--- src/rtl/alu_result_buffer_pkg.sv ---
// Shared types for the ALU result buffer: status flags, buffer occupancy states
// and the mapping from state to occupied-entry count.
package alu_result_buffer_pkg;

    typedef struct packed {
        logic overflow;
        logic negative;
        logic zero;
        logic equal;
        logic greater;
        logic less;
    } alu_flags_t;

    typedef enum logic [1:0] {
        EMPTY = 2'd0,
        ONE   = 2'd1,
        FULL  = 2'd2
    } buf_state_t;

    function automatic logic [1:0] state_count(buf_state_t s);
        logic [1:0] c;
        c = 2'd0;
        case (s)
            ONE:     c = 2'd1;
            FULL:    c = 2'd2;
            default: c = 2'd0;
        endcase
        return c;
    endfunction

endpackage

--- src/rtl/alu_result_buffer.sv ---
// Two-entry in-order skid buffer between the ALU and memory stages.
// Optional operand-bypass outputs are enabled with the ALU_BUF_FWD_EN macro.
//
// state | meaning
// EMPTY | no entry buffered, out_valid low
// ONE   | head entry in main, skid unused
// FULL  | head in main, younger entry in skid, upstream stalled
module alu_result_buffer
    import alu_result_buffer_pkg::*;
#(
    parameter int SIZE = 64
) (
    input  logic            clk,
    input  logic            reset,
    input  logic            in_valid,
    output logic            in_ready,
    input  logic [SIZE-1:0] in_result,
    input  alu_flags_t      in_flags,
    input  logic [4:0]      in_rd,
    input  logic            in_wb,
    output logic            out_valid,
    input  logic            out_ready,
    output logic [SIZE-1:0] out_result,
    output alu_flags_t      out_flags,
    output logic [4:0]      out_rd,
    output logic            out_wb,
`ifdef ALU_BUF_FWD_EN
    output logic            fwd_valid,
    output logic [4:0]      fwd_rd,
    output logic [SIZE-1:0] fwd_result,
`endif
    input  logic            flush,
    output logic [1:0]      count
);

    typedef struct packed {
        logic [SIZE-1:0] result;
        alu_flags_t      flags;
        logic [4:0]      rd;
        logic            wb;
    } buf_entry_t;

    buf_state_t state_q, state_d;
    buf_entry_t main_q, main_d;
    buf_entry_t skid_q, skid_d;
    buf_entry_t in_entry;
    logic       accept;
    logic       pop;

    assign in_entry = '{result: in_result, flags: in_flags, rd: in_rd, wb: in_wb};

    // in_ready comes from the state register only, so there is no out_ready -> in_ready path
    assign in_ready  = (state_q != FULL);
    assign out_valid = (state_q != EMPTY);
    assign count     = state_count(state_q);
    assign accept    = in_valid & in_ready;
    assign pop       = out_valid & out_ready;

    always_comb begin
        state_d = state_q;
        main_d  = main_q;
        skid_d  = skid_q;
        if (flush) begin
            state_d = EMPTY;
        end else begin
            case (state_q)
                EMPTY: begin
                    if (accept) begin
                        state_d = ONE;
                        main_d  = in_entry;
                    end
                end
                ONE: begin
                    if (accept && !pop) begin
                        state_d = FULL;
                        skid_d  = in_entry;
                    end else if (pop && !accept) begin
                        state_d = EMPTY;
                    end else if (accept && pop) begin
                        main_d  = in_entry;
                    end
                end
                FULL: begin
                    if (pop) begin
                        state_d = ONE;
                        main_d  = skid_q;
                    end
                end
                default: state_d = EMPTY;
            endcase
        end
    end

    always_ff @(posedge clk) begin
        if (reset) begin
            state_q <= EMPTY;
            main_q  <= '0;
            skid_q  <= '0;
        end else begin
            state_q <= state_d;
            main_q  <= main_d;
            skid_q  <= skid_d;
        end
    end

    assign out_result = main_q.result;
    assign out_flags  = main_q.flags;
    assign out_rd     = main_q.rd;
    assign out_wb     = main_q.wb;

`ifdef ALU_BUF_FWD_EN
    buf_entry_t youngest;

    // Bypass must see the most recent producer, which sits in skid when both entries are live
    assign youngest   = (state_q == FULL) ? skid_q : main_q;
    assign fwd_valid  = out_valid & youngest.wb & (youngest.rd != 5'd0);
    assign fwd_rd     = youngest.rd;
    assign fwd_result = youngest.result;
`endif

endmodule

--- config.mk ---
export PLATFORM = sky130hd
export DESIGN_NAME = alu_result_buffer
export DESIGN_NICKNAME = d
export VERILOG_FILES = /design/src/rtl/alu_result_buffer_pkg.sv /design/src/rtl/alu_result_buffer.sv
export SDC_FILE = /design/constraint.sdc
export NUM_CORES = 1
export LEC_CHECK = 0
export CORE_ASPECT_RATIO = 0.7
export CORE_MARGIN = 5
export CORE_UTILIZATION = 50
export CTS_BUF_LIST = sky130_fd_sc_hd__clkbuf_8 sky130_fd_sc_hd__clkbuf_16
export DETAILED_ROUTE_END_ITERATION = 8
export GPL_TIMING_DRIVEN = 0
export PLACE_DENSITY = 0.9
export SETUP_SLACK_MARGIN = 0.5
export SLEW_MARGIN = 20
export SYNTH_ARGS = -nofsm -noshare
export SYNTH_HDL_FRONTEND = slang
export SYNTH_SLANG_ARGS = --single-unit
--- constraint.sdc ---
create_clock -name clk -period 1.8 [get_ports clk]
set_input_delay 0.27 -clock clk [delete_from_list [all_inputs] [get_ports clk]]
set_output_delay 0.27 -clock clk [all_outputs]
set_load 0.02 [all_outputs]
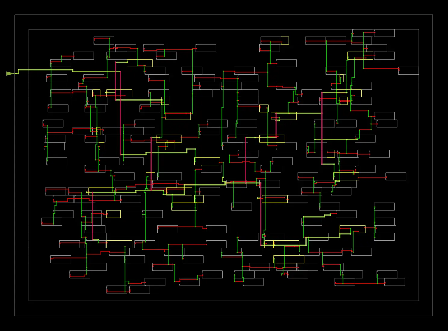
Fig. 1. The clock network (run 1).
P_clk: 3.53 mW
skew final: 11.8 ps

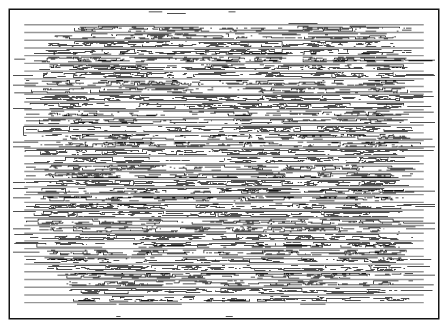
Fig. 2. Met1 routing (run 1).
Supply wires on this layer in grey.
longest straight run: 54.3 um
main direction: horizontal
wire length on this layer: 12300 um
share of all routed wire: 39%
Total Wirelength: 31400 um
Vias: 7736
met1 Usage GRT: 37.3%

==> results.cfg, run 1 <==
; generated from flow reports
[run_status]
status = completed

[power]
sw_frac_of_total_pct = 29.5
p_leak_nw = 5.45
power_density_nw_per_um2 = 722
power.group.top = registers
pg_seq_mw = 3.59
internal-power_mw = 6.13

[clock_tree]
cts.sinks = 154
cts_setup_buffers = 12
htree_levels = 4
ctsHoldBuffers = 0
numCtsBuffers = 17
root_buffer = clkbuf_16
path_clk_slew_ps = 70
cts_resized = 125
cts_buffer_depth = 2

[routing]
first_iter_violations = 754
drc_errors = 0
routed_via_density = 6.38
wl_met2_um = 14900
highest_layer = met4
firstDrtPassIters = 7

[worst_setup_path]
worst_setup_path_end_kind = register
cp.required_ps = 2120
critPathLaunchType = register
crit_buf_inv = 3
path_cells = buf_6, and3b_2, a21oi_4, buf_8, bufbuf_16, o21ai_1, o41ai_2
r2r-end = out_result[15]
cp_num_cells = 7
crit_arrival_ps = 2100
r2r_slack_ps = 20
crit_family = buffers and inverters
slowest_stage = dfxtp_4
setup.worst_path.end = out_result[15]
rr_worst_depth = 7

[synth]
synth_xor_xnor_area_share_pct = 0
ys_chip_area_um2 = 6940
ys.flop_type = dfxtp_1
async_flop_share_pct = 0
area_leaders = dfxtp_1 44%, mux2i_1 11%, o41ai_1 8.7%, nand2_1 8.3%, nor2b_1 7.0%
yosys_warnings = 0
synthCells = 787
synthesis.nets = 868
logic_family = AND-OR/OR-AND gates
yosysUniqueCellTypes = 25
yosysMostFrequentCell = dfxtp_1
synth_area_um2 = 6940
avgSynthCellArea_um2 = 8.82

[final_layout]
final_cell_area_um2 = 12000
comb_share_pct = 43.3
flop-count = 154
largest_register_ffs = 76
final-nonclk-buf-share_pct = 24.3
num_antenna_cells = 1
logic_area_um2 = 5210
register_area_um2 = 3090
mostFrequentLayoutCells = 152 x dfxtp_1, 80 x nand2_1, 77 x nor2b_1, 77 x clkdlybuf4s50_1, 74 x mux2i_1
n_clock_buffer = 18
fin_nets = 1090
largestClassByArea = combinational gates
stdcell_count = 1213
nFillCells = 603
sh_seq_area_pct = 25.7

[global_route]
grt-ovfl-total = 0
grt_use_total_pct = 27.3
antenna_found_initial = 1
met2_usage_pct = 43.8
grt_pass1_vias = 6760
gr-max-usage-layer = met2
met3_usage_pct = 6.16
grt_first_pass_wirelength_um = 35100

[hold_path]
hold_depth = 4
min_from = reset
whs_endpoint = out_result[27]

[final_timing]
fin_setup_tns_ps = 0
hold_viol = 0
clock.fmax_ghz = 0.561
hold_ws_ps = 398
period_used_pct = 99.0

[placement]
place_congestion = 0.834
placed_cell_area_um2 = 8810
dpl_worst_slack_ps = -709

[floorplanning]
tap-cell-count = 190
core_um2 = 13800
die-area_um2 = 16400
io_pins = 161
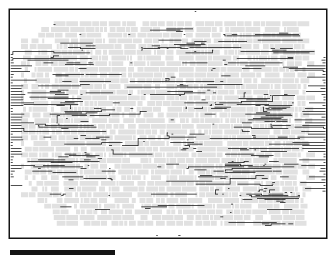
Fig. 3. M3 wires (run 1).
Bar = 50 um. Cells faint in the background.
share of all routed wire: 9.4%
wire length on this layer: 2950 um

==> run 1 -> run 2 <==
Settings changed: GPL_TIMING_DRIVEN 0 to not set, SETUP_SLACK_MARGIN 0.5 to 0.2.
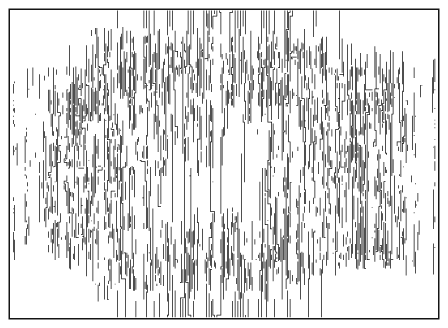
Fig. 4. M2 wires (run 2).
longest straight run: 53.2 um
share of all routed wire: 48%
main direction: vertical
nets with wire on the layer: 847
wire length on this layer: 9030 um
Vias: 6176
Total Wirelength: 18900 um

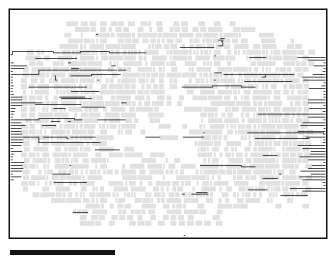
Fig. 5. M3 wires (run 2).
Bar = 50 um. Cells faint in the background.
share of all routed wire: 6.4%
main direction: horizontal
wire length on this layer: 1210 um
nets with wire on the layer: 121
longest straight run: 37.0 um
M3 GR Usage: 5.36%

==> run 2 against run 1 <==
Compared with the run above: clock power increased by 2%; sequential power about the same; register-to-register slack improved by 200 ps.
==> results.cfg, run 2 <==
; generated from flow reports
[run_status]
status = completed

[final_timing]
finClkSkew_ps = 9.95
period_used_pct = 88.2
hold_viol = 0
clock.fmax_ghz = 0.630
fin_setup_tns_ps = 0

[global_route]
met1_usage_pct = 31.4
grt-ovfl-total = 0
grt_first_pass_wirelength_um = 30100
grt_use_total_pct = 23.0
met2_usage_pct = 36.7
grt_pass1_vias = 5927
gr-max-usage-layer = met2

[worst_setup_path]
r2r_slack_ps = 220
crit_arrival_ps = 1320
worst_setup_path_end_kind = output pin
r2r-end = out_result[42]
slowest_stage = dfxtp_4
path_cells = nand2b_4, buf_4, buf_4
cp_num_cells = 3
cp.required_ps = 1530
crit_family = flip-flops
crit_buf_inv = 2
rr_worst_depth = 5

[synth]
ys_chip_area_um2 = 6940
synthesis.nets = 868
yosys_warnings = 0
ys.flop_type = dfxtp_1
synth_xor_xnor_area_share_pct = 0
async_flop_share_pct = 0
yosysUniqueCellTypes = 25
logic_family = AND-OR/OR-AND gates
yosysMostFrequentCell = dfxtp_1

[final_layout]
stdcell_count = 1118
num_antenna_cells = 0
nFillCells = 1108
fin_nets = 996
flop-count = 154
sh_seq_area_pct = 33.1
comb_share_pct = 37.5
n_clock_buffer = 21
largest_register_ffs = 76
final_cell_area_um2 = 9320

[placement]
placed_cell_area_um2 = 8710
dpl_worst_slack_ps = -175

[floorplanning]
tap-cell-count = 190
core_um2 = 13800
io_pins = 161

[hold_path]
min_from = reset
hold_depth = 2

[clock_tree]
cts_buffer_depth = 2
htree_levels = 4
root_buffer = clkbuf_16
path_clk_slew_ps = 60
cts_setup_buffers = 2
ctsHoldBuffers = 0

[routing]
first_iter_violations = 509
wl_met2_um = 9030
routed_via_density = 5.52

[power]
pg_seq_mw = 3.57
power.group.top = the clock network
power_density_nw_per_um2 = 874
Power figures rest on the tool's default switching activity, not on a simulated workload.
